run_1/ff_map.png
The bar under the picture is 20 um long. Other sequential cells in the stronger gray, the rest of the logic in the fainter gray.
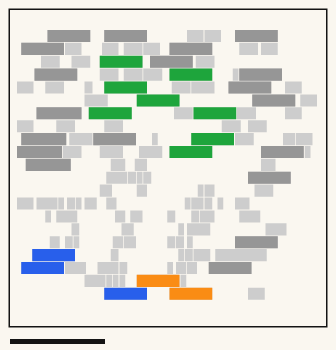
run_1/sizing.png
The bar under the picture is 20 um long.
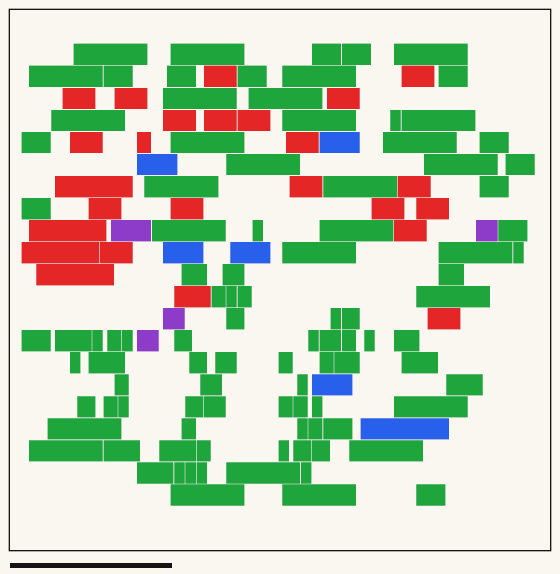
run_1/gates.png
The bar under the picture is 20 um long.
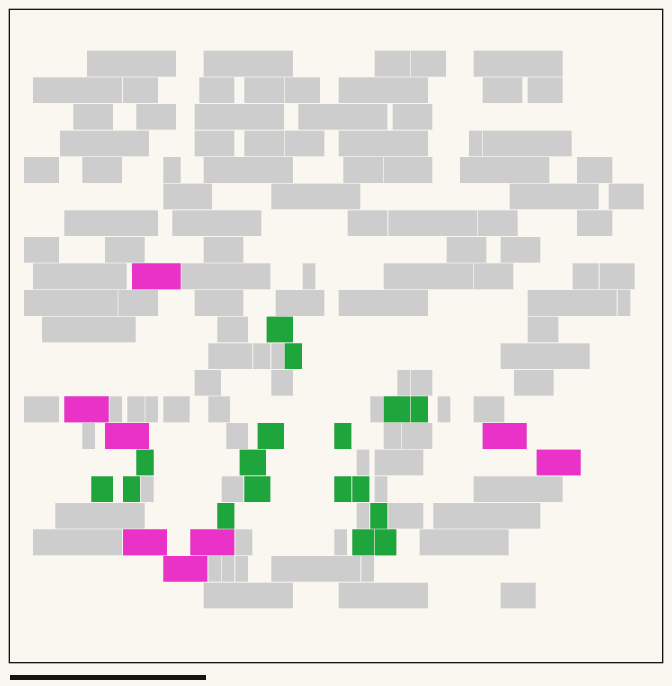
==> config.mk <==
export PLATFORM = sky130hd
export DESIGN_NAME = midi_uart_rx
export DESIGN_NICKNAME = d
export VERILOG_FILES = /design/src/rtl/midi_uart_rx.sv
export SDC_FILE = /design/constraint.sdc
export NUM_CORES = 1
export LEC_CHECK = 0
export ABC_CLOCK_PERIOD_IN_PS = 2200
export CAP_MARGIN = 25
export CELL_PAD_IN_SITES_DETAIL_PLACEMENT = 0
export CELL_PAD_IN_SITES_GLOBAL_PLACEMENT = 1
export CORE_MARGIN = 1
export CORE_UTILIZATION = 34
export DETAILED_ROUTE_END_ITERATION = 16
export PLACE_DENSITY_LB_ADDON = 0.1
export SLEW_MARGIN = 20
export SYNTH_ARGS = -nofsm -noshare
export SYNTH_HDL_FRONTEND = slang
export SYNTH_SLANG_ARGS = --single-unit
==> constraint.sdc <==
create_clock -name clk -period 2.2 [get_ports clk]
set_input_delay 0.33 -clock clk [delete_from_list [all_inputs] [get_ports clk]]
set_output_delay 0.33 -clock clk [all_outputs]
set_load 0.005 [all_outputs]
==> flow_summary_export.csv, run 1 <==
group,metric,value,unit
outcome,outcome,"completed",
run,warnings,29,
power_and_ir_drop,p_per_area,966.7,nW/um2
synthesis,mux_share,0.1574,
synthesis,top_area_cell,"dfrtp_1",
sta,hold_viol,0,
routing,via_count,920,
grt,overflow,0,
sta,setup_tns,0,ns
synthesis,ys_chip_area,1423,um2
sta,slew_violations,0,
layout,area_growth,21.72,%
setup_path,cp_num_cells,6,
power_and_ir_drop,seqPwrFrac,0.468,
power_and_ir_drop,peakVddDrop,677.8,uV
setup_path,cpMaxStageDelayCell,"dfrtp_1",
power_and_ir_drop,p_comb_frac,0.200,
synthesis,yosys_cells,114,
sta,relSlewSlack,0.7011,
setup_path,path_max_fanout,3,
floorplan,die_h,66.69,um
sta,post-route-period-util,0.7987,
synthesis,syn_nets,125,
setup_path,cpPeakStageDelay,0.39,ns
routing,first_pass_iters,4,
sta,fmax,569.1,MHz
## Picture notes: ff_map.png
orange -> `state`  # sequential cells 2
green -> `shift`  # sequential cells 8
blue -> `phase`  # sequential cells 3
Layout Utilization: 0.4329
Seq power: 784 uW
Seq. cell area: 805.8 um2
sequential share of cell area: 0.4653

## Picture notes: sizing.png
green -> x1 and smaller  # cells 99, most used dfrtp_1
red -> x2  # cells 25, most used mux2_2
blue -> x6 and larger  # cells 6, most used clkbuf_8
purple -> x3 and x4  # cells 4, most used buf_4
final worst setup slack: 0.4428 ns
cell area after layout: 1732 um2

## Picture notes: gates.png
green -> aoi and oai cells  # cells 17, most used o21ai_0
magenta -> fa/ha/maj cells  # cells 8, most used ha_1
most frequent logic cell in the layout: dfrtp_1
fin cells: 184
Comb/total area: 0.3316

[run 1: Yosys cell counts]
cell type   n
dfrtp_1    28
o211ai_1    2
nand4_2     1
and3_1      1
o21ai_1     1
and2_1      1
nand2_1     5
or3b_1      1
buf_2       4
ha_1        7
o21ai_0     6
a31oi_1     1
inv_1       6
a22o_1      2
nor2b_1     1
o22ai_1     2
o31ai_1     2
mux2_2     19
nor2_1      8
mux2i_1     1
maj3_4      1
dfstp_2     4
nand2b_1    2
nand3_1     4
a21oi_1     2
and3b_1     1
o21bai_1    1
[run 1: power by group through the flow]
stage	registers, mW	logic (mW)	clock network (mW)
6_report	0.784	0.335	0.556
3_5_place_dp	0.796	0.340	0
4_1_cts	0.786	0.342	0.580
3_3_place_gp	0.794	0.331	0
5_1_grt	0.805	0.386	0.600
2_1_floorplan	0.744	0.293	0
[run 1: per-stage QoR]
step,utilization,cells
floorplan,-,114
global placement,0.4051,176
detailed placement,0.4051,176
CTS,0.4329,184
global route,0.4329,184
finish,0.4329,184
[run 1: metal layers]
metal | vias up | global-route usage | part of all wire
li1 | 437 | - | -
met1 | 464 | 0.1798 | 0.49
met2 | 14 | 0.1970 | 0.47
met3 | 5 | 0.03082 | 0.026
met4 | 0 | 0.07181 | 0.019
met5 | - | 0 | 0
[run 1: cell type report]
type	instances	share of cell area
flip-flops and latches	32	0.4653
multi-input cells	72	0.3316
repair buffers	16	0.08960
clock buffers	5	0.03974
well taps	50	0.03613
clock inverters	3	0.02457
inverters	6	0.01301
[run 1: cells by family (layout without fill, tap and decap cells)]
logic type / Yosys count / after routing
AND/OR/NAND/NOR: 25 / 25
multiplexers: 20 / 20
buffers and inverters: 10 / 30
flip-flops: 32 / 32
AND-OR/OR-AND: 19 / 19
adder cells (fa/ha/maj): 8 / 8
run_1/class_map.png
The bar under the picture is 20 um long.
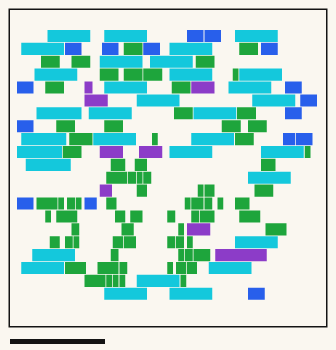

--- run 2 (diff from run 1) ---
--- a/config.mk
+++ b/config.mk
@@ -5,7 +5,7 @@
 export SDC_FILE = /design/constraint.sdc
 export NUM_CORES = 1
 export LEC_CHECK = 0
-export ABC_CLOCK_PERIOD_IN_PS = 2200
+export ABC_CLOCK_PERIOD_IN_PS = 1700
 export CAP_MARGIN = 25
 export CELL_PAD_IN_SITES_DETAIL_PLACEMENT = 0
 export CELL_PAD_IN_SITES_GLOBAL_PLACEMENT = 1
==> constraint.sdc (replaced) <==
create_clock -name clk -period 1.7 [get_ports clk]
set_input_delay 0.255 -clock clk [delete_from_list [all_inputs] [get_ports clk]]
set_output_delay 0.255 -clock clk [all_outputs]
set_load 0.005 [all_outputs]
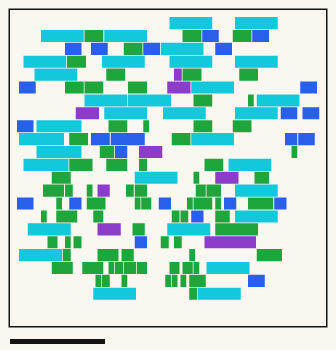
run_2/class_map.png
The bar under the picture is 20 um long.
green -> remaining logic cells  # cells 78
purple -> clock drivers and dummy loads  # cells 8
blue -> remaining buffers and delay cells  # cells 24
cyan -> registers  # cells 32
Layout Utilization: 0.4604
row cnt: 23

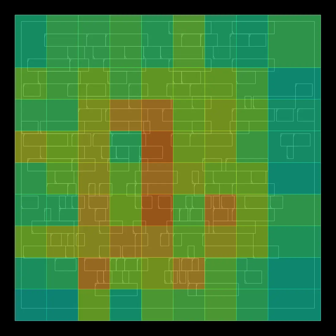
run_2/congestion_map.png
GRT met1 Usage: 0.1810
M3 GR Usage: 0.04623

==> flow_summary_export.csv, run 2 <==
group,metric,value,unit
place,io_buffers,14,
setup_path,cpMaxStageDelayCell,"dfrtp_1",
cts,cts_tree,"built",
sta,fmax,596.3,MHz
sta,final.setup.worst_slack,0.02312,ns
sta,hold_viol,0,
sta,slew_violations,0,
power_and_ir_drop,p_per_area,1225,nW/um2
layout,area_growth,29.46,%
layout,layout_top_cell,"dfrtp_1",
synthesis,top_area_cell,"dfrtp_1",
grt,grt_pass1_wl,4.402,mm
setup_path,cpPeakStageDelay,0.40,ns
synthesis,synth_top_flop_cell,"dfrtp_1",
routing,via_count,929,
sta,setup_tns,0,ns
outcome,outcome,"completed",
cts,clock_path_buffers,2,
place,post-place-ws,-0.04369,ns
synthesis,ys_chip_area,1423,um2
grt,grt_max_degree,33,
setup_path,cp_num_cells,6,
synthesis,yosys_cells,114,
cts,cts_root_buf,"clkbuf_8",
floorplan,chipArea,4447,um2
layout,regArea,805.8,um2
run,warnings,31,
setup_path,path_cells,"ha_2 -> ha_4 -> or3b_4 -> o21ai_2 -> o21bai_2 -> mux2_4",
sta,relSlewSlack,0.7332,
synthesis,synth-edff-count,0,
synthesis,top_cell,"dfrtp_1",
grt,overflow,0,
setup_path,path_max_fanout,3,
power_and_ir_drop,peakVddDrop,564.0,uV
layout,nets,152,
cts,cts.htree.levels,2,
synthesis,async_flop_share,1.000,
synthesis,syn_nets,125,
layout,comb_area,608.1,um2
synthesis,synth_area,1423,um2
floorplan,die_h,66.69,um
routing,first_pass_iters,4,
sta,post-route-period-util,0.9864,
synthesis,common_cells,"dfrtp_1, mux2_2, nor2_1",
run 2: cell counts after synthesis:
No cell type changed its count.
run 2: kinds of logic (layout without fill, tap and decap cells):
family,count (synthesis),in the layout,share of synthesized area
AOI/OAI and AO/OA,19,19,0.08355
adders and majority gates,8,8,0.07124
buffers and inverters,10,38,0.02990
DFF,32,32,0.5664
muxes,20,20,0.1574
and+or+nand+nor,25,25,0.09148
run 2: metal layers:
layer	global-route usage	wire (um)	up-vias
met5	0	0	-
met4	0.06383	34	0
met3	0.04623	80	5
met2	0.2045	1171	13
met1	0.1810	1259	456
li1	-	-	455
run 2: final cells by class:
type	instances	share of cell area
clock inverters	3	0.02310
multi-input cells	72	0.3302
flip-flops and latches	32	0.4375
well taps	50	0.03397
repair buffers	24	0.1257
clock buffers	5	0.03736
inverters	6	0.01223
run 2: power breakdown:
group          switching [mW]  total (mW)  internal, mW
sequential             0.0923       0.978         0.886
combinational           0.285       0.563         0.278
clock                   0.281       0.714         0.433
run 2: per-stage QoR:
| step | instance area (um2) | cells | hold slack, ns |
|---|---|---|---|
| after global routing | 1842 | 192 | 0.3629 |
| after CTS | 1815 | 191 | 0.3593 |
| after detailed placement | 1685 | 183 | 0.3491 |
| final | 1842 | 192 | 0.3583 |
| after global placement | 1685 | 183 | 0.3475 |
| after floorplan | 1423 | 114 | 0.2595 |
run 2: repair_timing:
action,in CTS,in global routing
resized,4,5
hold endpoints to repair,0,0
gates cloned,0,0
setup endpoints to repair,3,11
pin swaps,2,3
setup buffers,0,1
Power figures rest on the tool's default switching activity, not on a simulated workload.
